`config.mk`:
```
export PLATFORM = sky130hd
export DESIGN_NAME = seg7_bcd_display
export DESIGN_NICKNAME = d
export VERILOG_FILES = /design/src/rtl/seg7_bcd_display.sv
export SDC_FILE = /design/constraint.sdc
export NUM_CORES = 1
export LEC_CHECK = 0
export CORE_AREA = 2 2 110 112
export CTS_BUF_LIST = sky130_fd_sc_hd__clkbuf_8
export CTS_CLUSTER_DIAMETER = 100
export DETAILED_ROUTE_END_ITERATION = 10
export DIE_AREA = 0 0 112 114
export PLACE_DENSITY_LB_ADDON = 0.12
export SLEW_MARGIN = 40
export SYNTH_ARGS = -nofsm -noshare
export SYNTH_HDL_FRONTEND = slang
export SYNTH_SLANG_ARGS = --single-unit
```
`constraint.sdc`:
```
create_clock -name c -period 3.5 [get_ports c]
set_clock_uncertainty 0.1 [all_clocks]
set_input_delay 0.7 -clock c [delete_from_list [all_inputs] [get_ports c]]
set_output_delay 0.7 -clock c [all_outputs]
set_load 0.03 [all_outputs]
```
`src/rtl/seg7_bcd_display.sv`:
```
// seg7_bcd_display
//   Output stage for the 16-bit accumulator sum. A load strobe captures the
//   unsigned value, a shift-add-3 (double-dabble) engine converts it to BCD
//   one bit per clock, and the result drives a 4-digit, time-multiplexed,
//   common-anode 7-segment display. Values above 9999 show four dashes.
//
// Ports
//   c      : system clock, rising edge
//   clr_n  : asynchronous active-low reset
//   value  : [15:0] unsigned binary value to display
//   load   : start-conversion strobe, honoured only while idle
//   busy   : high while a conversion is in progress (16 clocks)
//   done   : one-clock pulse after new digits have been latched
//   ovf    : latched value is greater than 9999
//   an     : [3:0] digit enables, active-low, an[0] = ones digit
//   seg    : [6:0] segments g..a, active-low
module seg7_bcd_display #(
  parameter int REFRESH_BITS = 16,
  parameter bit BLANK_LZ     = 1'b1
) (
  input  logic        c,
  input  logic        clr_n,
  input  logic [15:0] value,
  input  logic        load,
  output logic        busy,
  output logic        done,
  output logic        ovf,
  output logic [3:0]  an,
  output logic [6:0]  seg
);

  typedef enum logic {IDLE, CONV} state_t;

  localparam logic [6:0] SEG_BLANK = 7'b1111111;
  localparam logic [6:0] SEG_DASH  = 7'b0111111;

  state_t                  state, state_nx;
  logic [15:0]             shreg, shreg_nx;
  logic [19:0]             bcd, bcd_adj, bcd_nx;
  logic [4:0]              iter;
  logic [3:0]              disp [4];
  logic [REFRESH_BITS-1:0] scan;
  logic                    last_iter;
  logic [1:0]              sel;
  logic [3:0]              digit;
  logic                    blank;

  // The 16th iteration is the one that starts with iter == 15.
  assign last_iter = (state == CONV) && (iter == 5'd15);

  // ---------------------------------------------------------------- FSM
  always_ff @(posedge c or negedge clr_n) begin
    if (!clr_n) state <= IDLE;
    else        state <= state_nx;
  end

  // NOTE: every combinational output gets a default first, so no path leaves
  // it unassigned and no latch is inferred.
  always_comb begin
    state_nx = state;
    case (state)
      IDLE:    if (load)      state_nx = CONV;
      CONV:    if (last_iter) state_nx = IDLE;
      default:                state_nx = IDLE;
    endcase
  end

  always_comb begin
    busy = (state == CONV);
  end

  // ------------------------------------------------- double-dabble step
  // Correct every nibble that would overflow past 9 after doubling, then
  // shift the whole {bcd, shreg} chain left by one.
  always_comb begin
    bcd_adj = bcd;
    for (int i = 0; i < 5; i++) begin
      if (bcd[4*i +: 4] >= 4'd5) bcd_adj[4*i +: 4] = bcd[4*i +: 4] + 4'd3;
    end
  end

  assign {bcd_nx, shreg_nx} = {bcd_adj[18:0], shreg, 1'b0};

  // ------------------------------------------------------------ datapath
  // NOTE: sequential state uses non-blocking assignments only, so every
  // register samples the pre-edge value of its neighbours.
  // NOTE: the small digit array is reset along with everything else, since
  // the display must show "0" straight out of reset.
  always_ff @(posedge c or negedge clr_n) begin
    if (!clr_n) begin
      shreg <= '0;
      bcd   <= '0;
      iter  <= '0;
      ovf   <= 1'b0;
      done  <= 1'b0;
      for (int i = 0; i < 4; i++) disp[i] <= '0;
    end else begin
      done <= last_iter;
      if (state == IDLE) begin
        if (load) begin
          shreg <= value;
          bcd   <= '0;
          iter  <= '0;
        end
      end else begin
        shreg <= shreg_nx;
        bcd   <= bcd_nx;
        iter  <= iter + 5'd1;
        if (last_iter) begin
          for (int i = 0; i < 4; i++) disp[i] <= bcd_nx[4*i +: 4];
          // Any ten-thousands digit means the value exceeds 9999.
          ovf <= (bcd_nx[19:16] != 4'd0);
        end
      end
    end
  end

  // ------------------------------------------------------- scan counter
  always_ff @(posedge c or negedge clr_n) begin
    if (!clr_n) scan <= '0;
    else        scan <= scan + 1'b1;
  end

  assign sel   = scan[REFRESH_BITS-1 -: 2];
  assign an    = ~(4'b0001 << sel);
  assign digit = disp[sel];

  // A digit is a leading zero when it and every more-significant digit is 0.
  always_comb begin
    blank = 1'b0;
    case (sel)
      2'd3:    blank = (disp[3] == 4'd0);
      2'd2:    blank = (disp[3] == 4'd0) && (disp[2] == 4'd0);
      2'd1:    blank = (disp[3] == 4'd0) && (disp[2] == 4'd0) && (disp[1] == 4'd0);
      default: blank = 1'b0;
    endcase
  end

  always_comb begin
    seg = SEG_BLANK;
    if (ovf) begin
      seg = SEG_DASH;
    end else if (!(BLANK_LZ && blank)) begin
      case (digit)
        4'd0:    seg = 7'b1000000;
        4'd1:    seg = 7'b1111001;
        4'd2:    seg = 7'b0100100;
        4'd3:    seg = 7'b0110000;
        4'd4:    seg = 7'b0011001;
        4'd5:    seg = 7'b0010010;
        4'd6:    seg = 7'b0000010;
        4'd7:    seg = 7'b1111000;
        4'd8:    seg = 7'b0000000;
        4'd9:    seg = 7'b0010000;
        default: seg = SEG_BLANK;
      endcase
    end
  end

endmodule
```
Figure 1. Power grid.
(3 px per um) Pins as bars on the die edge.
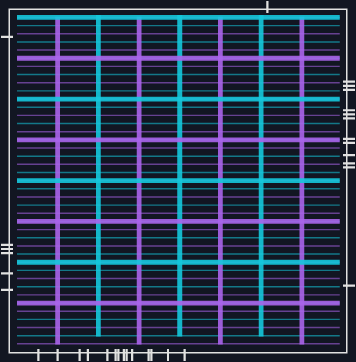
VSS -> purple
VDD -> cyan
met1 rails = 41
met4 straps = 7
signal pins = 33
rows = 40
met5 straps = 8
area of the core: 11,700 sq um
die height: 114 um

==> metrics.cfg <==
[floorplanning]
rows=40
dieArea_sq_um=12800
initCoreUtil_pct=33.9
ios=33
die_width_um=112

[global_route]
overflow=0
antenna_found_initial=0
grt_start_max_net_pins=77
grtUsageTotal_pct=13.6
grt_pass1_wl_um=13900
grt_pass1_vias=2843

[layout]
n_antenna_cell=0
final_cell_mix=dfrtp_1 (76), nand2_1 (41), o21ai_0 (32)
regArea_sq_um=1900
stdcell_area_sq_um=4670
drive_gt1_share_pct=9.98
final_net_count=453
syn2layout_area_growth_pct=17.6
mi_logic_area_sq_um=1910
mostFrequentLayoutCell=dfrtp_1
fill_cells=1177

[run]
max_cap_viol_count=0
warnings=35

[power]
internal-power_mw=2.38
seqPwrFrac_pct=37.9
switching_share_pct=37.6
power.switching_mw=1.44
power_frac_comb_pct=41.7
power.density_nw_per_um2=817
vdd_drop_max_mv=0.300
power_frac_clock_pct=20.4
p_leak_nw=2.14

[routing]
drc_errors=0
first_iter_violations=127
via_per_inst=4.91
wl_um=7940
drt_pass1_iterations=4
wire_per_inst_um=14.0
drtAntennaViolNets=0
vias=2790

[critical_path]
cp_cell_sequence=mux4_2, inv_1, ha_1, inv_1, mux2_2, o22ai_2, nand2_1, dlygate4sd2_1
cp.required_ps=2700
crit_arrival_ps=2500
crit_slowest_cell=mux4_2
slowest_delay_ps=610
crit_path_frequent_cell=inv_1
worst-path-max-fanout=7
critical_path_class=flop to output port
crit_path_start_kind=flop
end_kind=output port

[final_timing]
setup_viol=0
max_freq_mhz=303
tns_ps=0
rsz0062_at_grt=false
hold_violations=0
relSlewSlack_pct=52.5
worst_pin_slew_ps=712
fin_crit_ps=3300
fin_crit_sh_pct=94.2
drv_slew=0

[clocking]
cts.reportedPaths.clkPinSlew_ps=80
cts_tree=done
cts_made_buffers=9
clockBufferDepth=2
cts_setup_buffers=0
cts.sinks=76
clock_latency_ps=350
htreeDepth=3
cts-root-buf=clkbuf_8

[logic_synthesis]
ys_seq_share_pct=47.9
area_leaders=dfrtp_1 (48%), ha_1 (5.7%), mux2i_1 (5.3%), xnor2_1 (4.2%), o21ai_0 (4.0%)
numSynthFlops=76
yosysChipArea_sq_um=3970
synth-edff-count=0
yosys.cell_types.count=43
syn_area_sq_um=3970
async_flop_share_pct=100
synth_warnings=0
syn_inst=384
syn_area_per_cell_sq_um=10.3
synth.top_cell.area_share_pct=47.9
yosysTopAreaCell=dfrtp_1
ys.flop_type=dfrtp_1
fp_nets=421
ys_cells=384

[place]
hpwl_um=5500
gp_congestion=0.758
io_buffers=32
placed_area_sq_um=4430

[hold_path]
hold_path_class=primary input to asynchronous set/reset pin

[outcome]
status=completed

Figure 2. Wiring by layer.
(4 px per um)
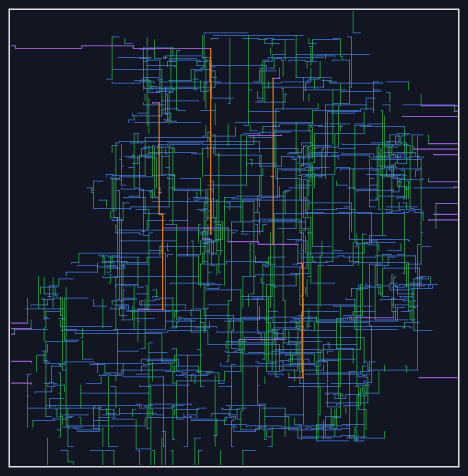
met3 -> purple  # wire length 235 um
met2 -> green  # wire length 3,560 um
met4 -> orange  # wire length 169 um
met1 -> blue  # wire length 3,970 um

## critical path, delay by kind of cell, from the launching register on
| family | cells | cell delay, ps |
|---|---|---|
| muxes | 2 | 880 |
| buffers and inverters | 3 | 540 |
| DFF | 1 | 430 |
| adders and majority gates | 1 | 150 |
| AOI/OAI and AO/OA | 1 | 90 |
| and+or+nand+nor | 1 | 60 |
## synthesized netlist by cell type, drive strengths merged, types with 5 or more instances
cell,n
mux2i,21
inv,22
o22ai,7
buf,11
dfrtp,76
a21o,14
a21oi,16
nand3,9
mux2,11
nor3,7
nand2,41
nor2,16
o21ai,35
and3,8
ha,18
mux4,5
nand2b,11
xnor2,19
## power by group through the flow
| stage | combinational, mW | clock, mW | sequential [mW] |
|---|---|---|---|
| after CTS | 1.63 | 0.803 | 1.45 |
| after floorplan | 1.23 | 0 | 1.40 |
| after global placement | 1.60 | 0 | 1.46 |
| final | 1.59 | 0.778 | 1.45 |
| after detailed placement | 1.63 | 0 | 1.46 |
| after global routing | 1.82 | 0.839 | 1.50 |
## final cells by class
class,count,share of cell area [%]
Multi-Input combinational cell,270,40.8
Sequential cell,76,40.7
Timing Repair Buffer,36,7.74
Tap cell,147,3.94
Clock buffer,11,3.24
Inverter,23,1.85
Clock inverter,5,1.77
## per-layer routing
metal	track usage, %	wire length (um)	vias up
li1	-	-	1404
met1	18.2	3970	1339
met2	21.5	3560	36
met3	2.28	235	11
met4	6.59	168	0
met5	0	0	-
## repair_timing
action / CTS / global route
resized: 2 / 5
endpoints found under the setup margin: 2 / 5
hold buffers: 0 / 0
## kinds of logic after synthesis
group / synth area share [%]
simple gates: 13.6
compound gates: 12.6
flops: 47.9
buf+inv: 4.16
mux: 11.2
xor+xnor: 4.85
fa+ha+maj: 5.67
## worst paths after layout
check,cells past startpoint,start,slack (ps),to
min in group c,1,scan[11],370,scan[11]
worst min-delay path,1,clr_n,270,shreg[9]
max in group asynchronous,1,clr_n,2530,scan[3]
worst max register to register,6,iter[0],1260,disp[10]
worst min register to register,1,scan[11],370,scan[11]
worst max-delay path,8,scan[14],200,seg[4]
## flip-flops by register name, summed over array words and instances, names as in the netlist
signal  count
done        1
disp       16
bcd        20
scan       16
iter        5
busy        1
shreg      16
ovf         1
## stage by stage
stage                     hold slack, ps  total power [mW]  setup WS, ps  util (%)  cells
after floorplan                      304              2.63           486         -    384
after global placement               360              3.07           367      37.8    552
after detailed placement             358              3.09           333      37.8    552
after CTS                            295              3.88          3.39      39.8    568
after global routing                 315              4.15          82.0      39.9    568
final                                265              3.82           203      39.9    568
No activity file was given, so power comes from the tool's default toggle rates.
